`src/rtl/adau_audio_stream_pkg.sv`:
```
// Shared definitions for the audio stream buffer: register map, STATUS/CTRL
// bit positions and drain FSM encoding.
package audio_stream_pkg;

    localparam logic [1:0] REG_DATA_L = 2'd0;
    localparam logic [1:0] REG_DATA_R = 2'd1;
    localparam logic [1:0] REG_STATUS = 2'd2;
    localparam logic [1:0] REG_CTRL   = 2'd3;

    localparam int ST_EMPTY     = 0;
    localparam int ST_FULL      = 1;
    localparam int ST_OVERFLOW  = 2;
    localparam int ST_UNDERRUN  = 3;
    localparam int ST_LEVEL_LSB = 8;
    localparam int ST_UCNT_LSB  = 16;

    localparam int CTRL_EN     = 0;
    localparam int CTRL_WM_LSB = 8;
    localparam int CTRL_WM_W   = 8;
    localparam int CTRL_FLUSH  = 30;
    localparam int CTRL_CLEAR  = 31;

    typedef enum logic [1:0] {
        DRAIN_IDLE  = 2'd0,
        DRAIN_ISSUE = 2'd1,
        DRAIN_WAIT  = 2'd2
    } drain_state_t;

endpackage

```
`src/rtl/adau_audio_stream_if.sv`:
```
// Wishbone classic slave window (4 words) as seen by the audio stream buffer.
interface adau_audio_stream_if;
    logic [1:0]  i_wb_addr;
    logic [31:0] i_wb_data;
    logic [3:0]  i_wb_sel;
    logic        i_wb_stb;
    logic        i_wb_we;
    logic [31:0] o_wb_data;
    logic        o_wb_ack;
    logic        o_wb_stall;

    modport slave (
        input  i_wb_addr, i_wb_data, i_wb_sel, i_wb_stb, i_wb_we,
        output o_wb_data, o_wb_ack, o_wb_stall
    );

    modport master (
        output i_wb_addr, i_wb_data, i_wb_sel, i_wb_stb, i_wb_we,
        input  o_wb_data, o_wb_ack, o_wb_stall
    );
endinterface

```
`src/rtl/adau_audio_stream_fifo.sv`:
```
// Synchronous FIFO with extra-MSB pointers; the head is presented through a
// registered RAM read so the storage maps onto block RAM.
module sync_fifo #(
    parameter int WIDTH      = 48,
    parameter int DEPTH_LOG2 = 6
) (
    input  logic                  clk,
    input  logic                  reset,
    input  logic                  push,
    input  logic [WIDTH-1:0]      push_data,
    input  logic                  pop,
    input  logic                  flush,
    output logic [WIDTH-1:0]      head_data,
    output logic [DEPTH_LOG2:0]   level,
    output logic                  full,
    output logic                  empty,
    output logic                  push_dropped
);

    localparam int DEPTH = 1 << DEPTH_LOG2;

    logic [WIDTH-1:0]      mem [DEPTH];
    logic [WIDTH-1:0]      head_reg;
    logic [DEPTH_LOG2:0]   wr_ptr_reg;
    logic [DEPTH_LOG2:0]   rd_ptr_reg;
    logic                  pop_ok;
    logic                  push_ok;

    assign empty = (wr_ptr_reg == rd_ptr_reg);
    assign full  = (wr_ptr_reg[DEPTH_LOG2] != rd_ptr_reg[DEPTH_LOG2]) &&
                   (wr_ptr_reg[DEPTH_LOG2-1:0] == rd_ptr_reg[DEPTH_LOG2-1:0]);
    assign level = wr_ptr_reg - rd_ptr_reg;

    // Pop is resolved first so a full FIFO that pops can still accept a push.
    assign pop_ok       = pop && !empty && !flush;
    assign push_ok      = push && !flush && (!full || pop_ok);
    assign push_dropped = push && !flush && !push_ok;
    assign head_data    = head_reg;

    always_ff @(posedge clk) begin
        if (push_ok) begin
            mem[wr_ptr_reg[DEPTH_LOG2-1:0]] <= push_data;
        end
    end

    // Head is re-read every cycle; a frame pushed at least one cycle earlier is visible.
    always_ff @(posedge clk) begin
        if (reset) begin
            head_reg <= '0;
        end else begin
            head_reg <= mem[rd_ptr_reg[DEPTH_LOG2-1:0]];
        end
    end

    always_ff @(posedge clk) begin
        if (reset || flush) begin
            wr_ptr_reg <= '0;
            rd_ptr_reg <= '0;
        end else begin
            if (push_ok) begin
                wr_ptr_reg <= wr_ptr_reg + 1'b1;
            end
            if (pop_ok) begin
                rd_ptr_reg <= rd_ptr_reg + 1'b1;
            end
        end
    end

endmodule

```
`src/rtl/adau_audio_stream.sv`:
```
// Wishbone-fed stereo sample buffer draining one frame per request into i2s_master,
// with fill level, overflow and underrun status for polling firmware.
module adau_audio_stream
    import audio_stream_pkg::*;
#(
    parameter int DEPTH_LOG2 = 6,
    parameter int SAMPLE_W   = 24,
    parameter int UNDERRUN_W = 16
) (
    input  logic                 clk,
    input  logic                 reset,
    adau_audio_stream_if.slave   wb,
    output logic [SAMPLE_W-1:0]  frame_l,
    output logic [SAMPLE_W-1:0]  frame_r,
    output logic                 write_frame,
    input  logic                 i2s_full,
    output logic                 irq_low
);

    drain_state_t              state_reg, state_next;
    logic [SAMPLE_W-1:0]       staged_l_reg;
    logic                      enable_reg;
    logic [CTRL_WM_W-1:0]      low_wm_reg;
    logic                      overflow_reg;
    logic                      underrun_reg;
    logic                      udr_cond_prev_reg;
    logic [UNDERRUN_W-1:0]     udr_cnt_reg;
    logic                      ack_reg;
    logic [31:0]               rdata_reg;
    logic [31:0]               rdata_next;
    logic [31:0]               status_word;
    logic [31:0]               ctrl_word;

    logic                      wr_stb, rd_stb;
    logic                      fifo_push, fifo_pop, flush, clear, issue;
    logic                      udr_cond, udr_inc;
    logic [2*SAMPLE_W-1:0]     fifo_head;
    logic [DEPTH_LOG2:0]       fifo_level;
    logic                      fifo_full, fifo_empty, fifo_dropped;
    logic [1:0][SAMPLE_W-1:0]  chan_out;
    logic                      unused_bits;

    assign wr_stb    = wb.i_wb_stb && wb.i_wb_we;
    assign rd_stb    = wb.i_wb_stb && !wb.i_wb_we;
    assign fifo_push = wr_stb && (wb.i_wb_addr == REG_DATA_R);
    assign flush     = wr_stb && (wb.i_wb_addr == REG_CTRL) && wb.i_wb_data[CTRL_FLUSH];
    assign clear     = wr_stb && (wb.i_wb_addr == REG_CTRL) && wb.i_wb_data[CTRL_CLEAR];
    assign unused_bits = ^{wb.i_wb_sel, wb.i_wb_data[29:SAMPLE_W]};

    sync_fifo #(
        .WIDTH      (2*SAMPLE_W),
        .DEPTH_LOG2 (DEPTH_LOG2)
    ) u_fifo (
        .clk          (clk),
        .reset        (reset),
        .push         (fifo_push),
        .push_data    ({staged_l_reg, wb.i_wb_data[SAMPLE_W-1:0]}),
        .pop          (fifo_pop),
        .flush        (flush),
        .head_data    (fifo_head),
        .level        (fifo_level),
        .full         (fifo_full),
        .empty        (fifo_empty),
        .push_dropped (fifo_dropped)
    );

    always_ff @(posedge clk) begin
        if (reset) begin
            state_reg <= DRAIN_IDLE;
        end else begin
            state_reg <= state_next;
        end
    end

    // A flush aborts an issue: no strobe, no pop, straight back to idle.
    always_comb begin
        state_next = state_reg;
        fifo_pop   = 1'b0;
        issue      = 1'b0;
        case (state_reg)
            DRAIN_IDLE: begin
                if (enable_reg && !fifo_empty && !i2s_full && !flush) begin
                    state_next = DRAIN_ISSUE;
                end
            end
            DRAIN_ISSUE: begin
                if (flush) begin
                    state_next = DRAIN_IDLE;
                end else begin
                    issue      = 1'b1;
                    fifo_pop   = 1'b1;
                    state_next = DRAIN_WAIT;
                end
            end
            DRAIN_WAIT: state_next = DRAIN_IDLE;
            default:    state_next = DRAIN_IDLE;
        endcase
    end

    assign write_frame = issue;

    // Channel 0 is left (upper half of the stored frame), channel 1 is right.
    for (genvar gi = 0; gi < 2; gi++) begin : g_chan
        logic [SAMPLE_W-1:0] hold_reg;
        logic [SAMPLE_W-1:0] head_sample;

        assign head_sample = fifo_head[(1-gi)*SAMPLE_W +: SAMPLE_W];

        always_ff @(posedge clk) begin
            if (reset) begin
                hold_reg <= '0;
            end else if (issue) begin
                hold_reg <= head_sample;
            end
        end

        assign chan_out[gi] = issue ? head_sample : hold_reg;
    end

    assign frame_l = chan_out[0];
    assign frame_r = chan_out[1];

    assign udr_cond = (state_reg == DRAIN_IDLE) && enable_reg && fifo_empty && !i2s_full;
    assign udr_inc  = udr_cond && !udr_cond_prev_reg;

    // Set events take priority over a simultaneous clear.
    always_ff @(posedge clk) begin
        if (reset) begin
            staged_l_reg      <= '0;
            enable_reg        <= 1'b0;
            low_wm_reg        <= '0;
            overflow_reg      <= 1'b0;
            underrun_reg      <= 1'b0;
            udr_cond_prev_reg <= 1'b0;
            udr_cnt_reg       <= '0;
        end else begin
            if (wr_stb && (wb.i_wb_addr == REG_DATA_L)) begin
                staged_l_reg <= wb.i_wb_data[SAMPLE_W-1:0];
            end
            if (wr_stb && (wb.i_wb_addr == REG_CTRL)) begin
                enable_reg <= wb.i_wb_data[CTRL_EN];
                low_wm_reg <= wb.i_wb_data[CTRL_WM_LSB +: CTRL_WM_W];
            end
            if (fifo_dropped) begin
                overflow_reg <= 1'b1;
            end else if (clear) begin
                overflow_reg <= 1'b0;
            end
            if (udr_cond) begin
                underrun_reg <= 1'b1;
            end else if (clear) begin
                underrun_reg <= 1'b0;
            end
            if (clear) begin
                udr_cnt_reg <= udr_inc ? UNDERRUN_W'(1) : '0;
            end else if (udr_inc && (udr_cnt_reg != '1)) begin
                udr_cnt_reg <= udr_cnt_reg + 1'b1;
            end
            udr_cond_prev_reg <= udr_cond;
        end
    end

    always_comb begin
        status_word = '0;
        status_word[ST_EMPTY]    = fifo_empty;
        status_word[ST_FULL]     = fifo_full;
        status_word[ST_OVERFLOW] = overflow_reg;
        status_word[ST_UNDERRUN] = underrun_reg;
        status_word[ST_LEVEL_LSB +: DEPTH_LOG2+1] = fifo_level;
        status_word[ST_UCNT_LSB +: UNDERRUN_W]    = udr_cnt_reg;

        ctrl_word = '0;
        ctrl_word[CTRL_EN] = enable_reg;
        ctrl_word[CTRL_WM_LSB +: CTRL_WM_W] = low_wm_reg;

        case (wb.i_wb_addr)
            REG_DATA_L: rdata_next = 32'(staged_l_reg);
            REG_STATUS: rdata_next = status_word;
            REG_CTRL:   rdata_next = ctrl_word;
            default:    rdata_next = '0;
        endcase
    end

    always_ff @(posedge clk) begin
        if (reset) begin
            ack_reg   <= 1'b0;
            rdata_reg <= '0;
        end else begin
            ack_reg   <= wb.i_wb_stb;
            rdata_reg <= rd_stb ? rdata_next : '0;
        end
    end

    assign wb.o_wb_ack   = ack_reg;
    assign wb.o_wb_data  = rdata_reg;
    assign wb.o_wb_stall = 1'b0;
    assign irq_low       = enable_reg && (32'(fifo_level) <= 32'(low_wm_reg));

endmodule
```
`src/flat_wrapper.sv`:
```
// flat-port wrapper written by rule: the top's interface ports become plain ports
module adau_audio_stream_flat import audio_stream_pkg::*;
#(
    parameter int DEPTH_LOG2 = 6,
    parameter int SAMPLE_W   = 24,
    parameter int UNDERRUN_W = 16
)
  (clk, reset, frame_l, frame_r, write_frame, i2s_full, irq_low, wb_i_wb_addr, wb_i_wb_data, wb_i_wb_sel, wb_i_wb_stb, wb_i_wb_we, wb_o_wb_data, wb_o_wb_ack, wb_o_wb_stall);
  adau_audio_stream_if wb_i ();
  input  logic clk;
  input  logic reset;
  output logic [SAMPLE_W-1:0] frame_l;
  output logic [SAMPLE_W-1:0] frame_r;
  output logic write_frame;
  input  logic i2s_full;
  output logic irq_low;
  input wire logic [$bits(wb_i.i_wb_addr)-1:0] wb_i_wb_addr;
  input wire logic [$bits(wb_i.i_wb_data)-1:0] wb_i_wb_data;
  input wire logic [$bits(wb_i.i_wb_sel)-1:0] wb_i_wb_sel;
  input wire logic [$bits(wb_i.i_wb_stb)-1:0] wb_i_wb_stb;
  input wire logic [$bits(wb_i.i_wb_we)-1:0] wb_i_wb_we;
  output wire logic [$bits(wb_i.o_wb_data)-1:0] wb_o_wb_data;
  output wire logic [$bits(wb_i.o_wb_ack)-1:0] wb_o_wb_ack;
  output wire logic [$bits(wb_i.o_wb_stall)-1:0] wb_o_wb_stall;
  assign wb_i.i_wb_addr = wb_i_wb_addr;
  assign wb_i.i_wb_data = wb_i_wb_data;
  assign wb_i.i_wb_sel = wb_i_wb_sel;
  assign wb_i.i_wb_stb = wb_i_wb_stb;
  assign wb_i.i_wb_we = wb_i_wb_we;
  assign wb_o_wb_data = wb_i.o_wb_data;
  assign wb_o_wb_ack = wb_i.o_wb_ack;
  assign wb_o_wb_stall = wb_i.o_wb_stall;
  adau_audio_stream #(.DEPTH_LOG2(DEPTH_LOG2), .SAMPLE_W(SAMPLE_W), .UNDERRUN_W(UNDERRUN_W)) u_core (.clk(clk), .reset(reset), .wb(wb_i), .frame_l(frame_l), .frame_r(frame_r), .write_frame(write_frame), .i2s_full(i2s_full), .irq_low(irq_low));
endmodule
```
`config.mk`:
```
export PLATFORM = sky130hd
export DESIGN_NAME = adau_audio_stream_flat
export DESIGN_NICKNAME = d
export VERILOG_FILES = /design/src/rtl/adau_audio_stream_pkg.sv /design/src/rtl/adau_audio_stream_if.sv /design/src/rtl/adau_audio_stream_fifo.sv /design/src/rtl/adau_audio_stream.sv /design/src/flat_wrapper.sv
export SDC_FILE = /design/constraint.sdc
export NUM_CORES = 2
export LEC_CHECK = 0
export CAP_MARGIN = 30
export CORE_MARGIN = 10
export CORE_UTILIZATION = 49
export DETAILED_ROUTE_END_ITERATION = 12
export SYNTH_ARGS = -nofsm -noshare
export SYNTH_HDL_FRONTEND = slang
export SYNTH_SLANG_ARGS = --single-unit
```
`constraint.sdc`:
```
create_clock -name clk -period 15.95 [get_ports clk]
set_clock_uncertainty 0.1 [all_clocks]
set_input_delay 1.595 -clock clk [delete_from_list [all_inputs] [get_ports clk]]
set_output_delay 1.595 -clock clk [all_outputs]
set_load 0.01 [all_outputs]
```
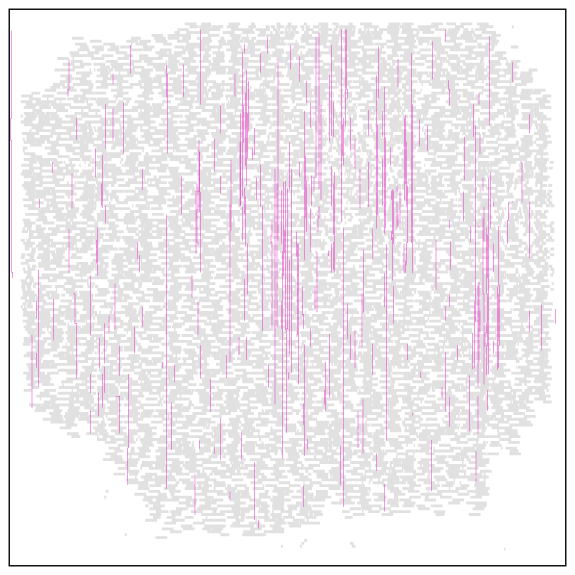
*Metal 4*
Cells faint in the background.
main direction: vertical
wire length on this layer: 13,200 µm
nets with wire on the layer: 155
longest straight run: 263 µm

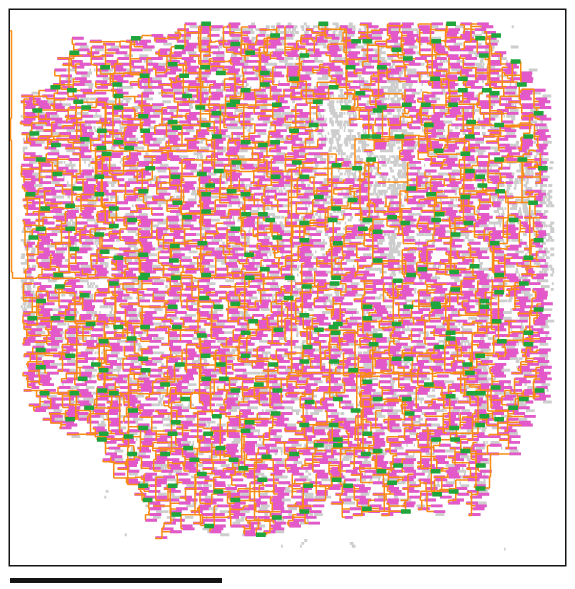
*Clock wires, drivers and flops*
Scale bar: 200 µm.
[green] cells driving clock nets | count: 345
[magenta] flip-flops | count: 3,269
[orange] clock wires | length: 36.3 mm
flops lie: all over the die

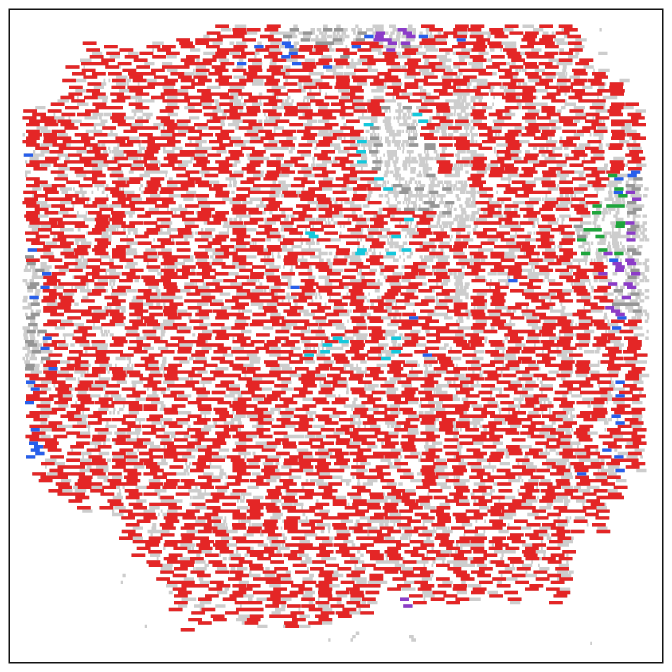
*Sequential cells grouped by signal name*
Other sequential cells in the stronger grey, the rest of the logic in the fainter grey.
| colour | name in the netlist | flops |
|---|---|---|
| cyan | u_core.staged_l_reg | 24 |
| red | u_core.u_fifo.mem | 3,072 |
| purple | u_core.wb.o_wb_data | 32 |
| blue | u_core.u_fifo.head_data | 48 |
| green | u_core.udr_cnt_reg | 16 |
not coloured: 77

==> GITHUB_STEP_SUMMARY <==
### Metrics collected by this job

| Metric | Value |
|---|---|
| Status | `completed` |
| Placement Setup Slack | `9.06 ns` |
| Syn_nets | `5,918` |
| Largest net degree at the start of global routing | `97` |
| Slew Limit Fails | `0` |
| Core Footprint | `0.252 mm²` |
| Cell area after synthesis | `0.124 mm²` |
| Crit Path Class | `flop to output pin` |
| Hold WC Path Type | `flop to flop` |
| H-tree levels | `5` |
| Max FO, Critical Path | `37` |
| Fin. Hold Viols | `0` |
| DR iter-0 viols | `8,711` |
| CTS Hold Buffers Added | `0` |
| Number of enable flip-flop cells | `3,072` |
| Initial antenna violation count | `24` |
| Via density | `about 6.4` |
| GRT Total Usage | `25.8%` |
| Starting Density | `between 40% and 50%` |
| Synth top area share | `74.4%` |
| Crit start category | `flop` |
| Synthesis-to-layout area growth | `14.0%` |
| YS chip area | `0.124 mm²` |
| First-pass GRT wire length | `around 500,000 µm` |
| Fin util | `between 50% and 60%` |
| CTS root buf | `clkbuf_16` |
| CP arrival | `5.71 ns` |
| Synth Seq Share | `77.6%` |
| Post-layout total power | `around 17 mW` |
| Setup TNS | `0 ns` |
| FFs w/ async S/R, synth | `0%` |
| Synthesized netlist cell count | `5,858` |
| Relative slew margins | `28.9%` |
| Final wirelength | `358,000 µm` |
| YS warnings | `0` |
| Clk_lat worst skew | `0.94 ns` |
| Row count | `184` |
| CP endpoint kind | `output pin` |
| Die area | `0.274 mm²` |
| Leakage power | `roughly 42 nW` |
| DRC | `0` |
| Area contributors post-synth | `edfxtp_1, mux4_2, dfxtp_1, mux2i_1, nand2_1` |
| RSZ-0062 raised after global routing | `no` |
| Clk pin slew, worst setup/hold paths | `0.06 ns` |
| Critical path required time | `about 14 ns` |
| Wire per inst | `36.3 µm` |
| PostCTS Resize Cnt | `0` |
| CTS tree | `built` |
| Synth area leader | `edfxtp_1` |
| Setup Viol. Count Final | `0` |
| Die X | `523 µm` |
| Commonest flop | `edfxtp_1` |
| Vias in the first global route | `62,600` |
| Achievable Freq | `135 MHz` |
| Tmin final | `7.41 ns` |
| Post-Place Cells | `around 9,200` |
| RePlAce Congestion | `0.824` |
| Num ports | `127` |
| Setup WS post-layout | `about 8.5 ns` |
| Dpl hpwl | `198,000 µm` |
| Post-CTS setup buffer count | `0` |
| Yosys cell types | `67` |
| Most instantiated cells after synthesis | `edfxtp_1, mux4_2, nand2_1` |
| Ratio of cells with drive above 1 in the final layout | `25.9%` |
| Cts bufs inserted | `345` |
| Syn avg cell area | `21.2 µm²` |
| Maximum clock path buffer count | `4` |
| First-pass detailed-route iteration total | `5` |
| TritonCTS Sinks | `3,269` |
| Port bufs | `~120` |
| Log Warnings | `37` |
| Cell Pwr Density | `between 100 and 150 mW/mm²` |
| Ys cells | `roughly 6,000` |
| Total global routing overflow | `0` |
| Antenna Nets Post-Route | `0` |
| Ys flops | `3,269` |
| Final non-filler cell total | `slightly below 10,000` |
| Die Span Y | `~520 µm` |
| Top-count cell post-synth | `edfxtp_1` |
| Max VDD drop | `0.115 mV` |
| Worst slew pin tran | `1.07 ns` |
| Cycle use final | `46.5%` |
| Largest register FFs | `3,072` |
| Routed vias | `roughly 63,000` |
| Layout Nets | `6,294` |
| Max-cap violations | `0` |
-- report_power, final --
| part | internal [mW] | total [mW] | switching [mW] |
|---|---|---|---|
| combinational | 0.0297 | 0.159 | 0.129 |
| clock | 4.39 | 7.59 | 3.20 |
| sequential | 9.34 | 9.35 | 0.0107 |
| total | 13.8 | 17.1 | 3.34 |
-- layout by cell type (no fill, tap or decap), types with 17 or more instances in the layout --
master	Yosys	routed
edfxtp_1	3072	3072
mux4_2	762	762
clkbuf_16	0	351
nand2_1	329	325
buf_4	26	198
dfxtp_1	197	168
mux2i_1	166	166
nor2_1	235	165
o21ai_0	91	91
clkbuf_1	141	89
clkdlybuf4s50_1	0	89
a21oi_1	83	83
nor2_4	0	69
a31oi_1	67	67
mux2_2	61	61
clkinv_1	2	57
nor2b_1	55	55
o22ai_1	53	53
clkinv_2	0	51
nor3_1	44	43
o221ai_1	41	41
clkbuf_8	0	31
and3_1	30	30
buf_12	0	28
a221oi_1	25	25
buf_2	131	25
dfxtp_2	0	24
inv_1	20	19
xnor2_1	19	19
a211o_1	17	17
o41ai_1	17	17
-- path summary, 6_finish.rpt --
kind                                                  start  depth (start not counted)  slack, ns                     endpoint
worst max-delay path            u_core.u_fifo.rd_ptr_reg[1]                         13       8.54                      irq_low
worst min-delay path                   u_core.low_wm_reg[2]                          2       0.36         u_core.low_wm_reg[2]
worst min register to register         u_core.low_wm_reg[2]                          2       0.36         u_core.low_wm_reg[2]
worst max register to register  u_core.u_fifo.rd_ptr_reg[1]                          9       9.91  u_core.u_fifo.head_data[11]
-- final cells by class --
class                      instances  area, µm²
clock buffer                     471       9540
tap                             3348       4190
inverter                          24        105
multi-input combinational       2238      26800
sequential                      3269      96200
clock inverter                   135       1020
timing repair buffer             356       3490
fill                           18800     110000
antenna                           16       40.0
-- cells by family after synthesis --
kind of cell	count (synthesis)	share of synthesized area (%)
compound gates	443	2.34
fa+ha+maj	17	0.178
buf+inv	351	1.30
flops	3269	77.6
simple gates	762	2.70
mux	989	15.7
other cells	1	0.00302
xor+xnor	26	0.184
-- stage by stage --
stage / area [µm²] / hold slack, ns
global placement: 130000 / 0.357
CTS: 141000 / 0.359
detailed placement: 130000 / 0.351
floorplan: 124000 / 0.336
global route: 141000 / 0.396
finish: 141000 / 0.358
-- critical path, stage by stage (launching register included) --
cell and delay (ns):
dfxtp_4 0.78, inv_1 0.27, ha_1 0.36, nor2b_1 0.13, o21ai_0 0.19, a21boi_0 0.21
or4b_2 0.64, o311ai_0 0.19, ha_1 0.35, a21o_1 0.19, a21oi_1 0.15, o21ai_0 0.11
a21boi_0 0.53, clkdlybuf4s50_1 0.67
-- layer usage --
layer / part of all wire [%] / vias to the layer above / routed length, µm / GRT usage [%]
met3: 9.2 / 625 / 32700 / 4.89
met4: 3.7 / 6 / 13200 / 8.99
met2: 48 / 3328 / 172000 / 41.4
met1: 39 / 34100 / 139000 / 36.0
met5: 0.013 / - / 45 / 0
li1: - / 25000 / - / -
No activity file was given, so power comes from the tool's default toggle rates.
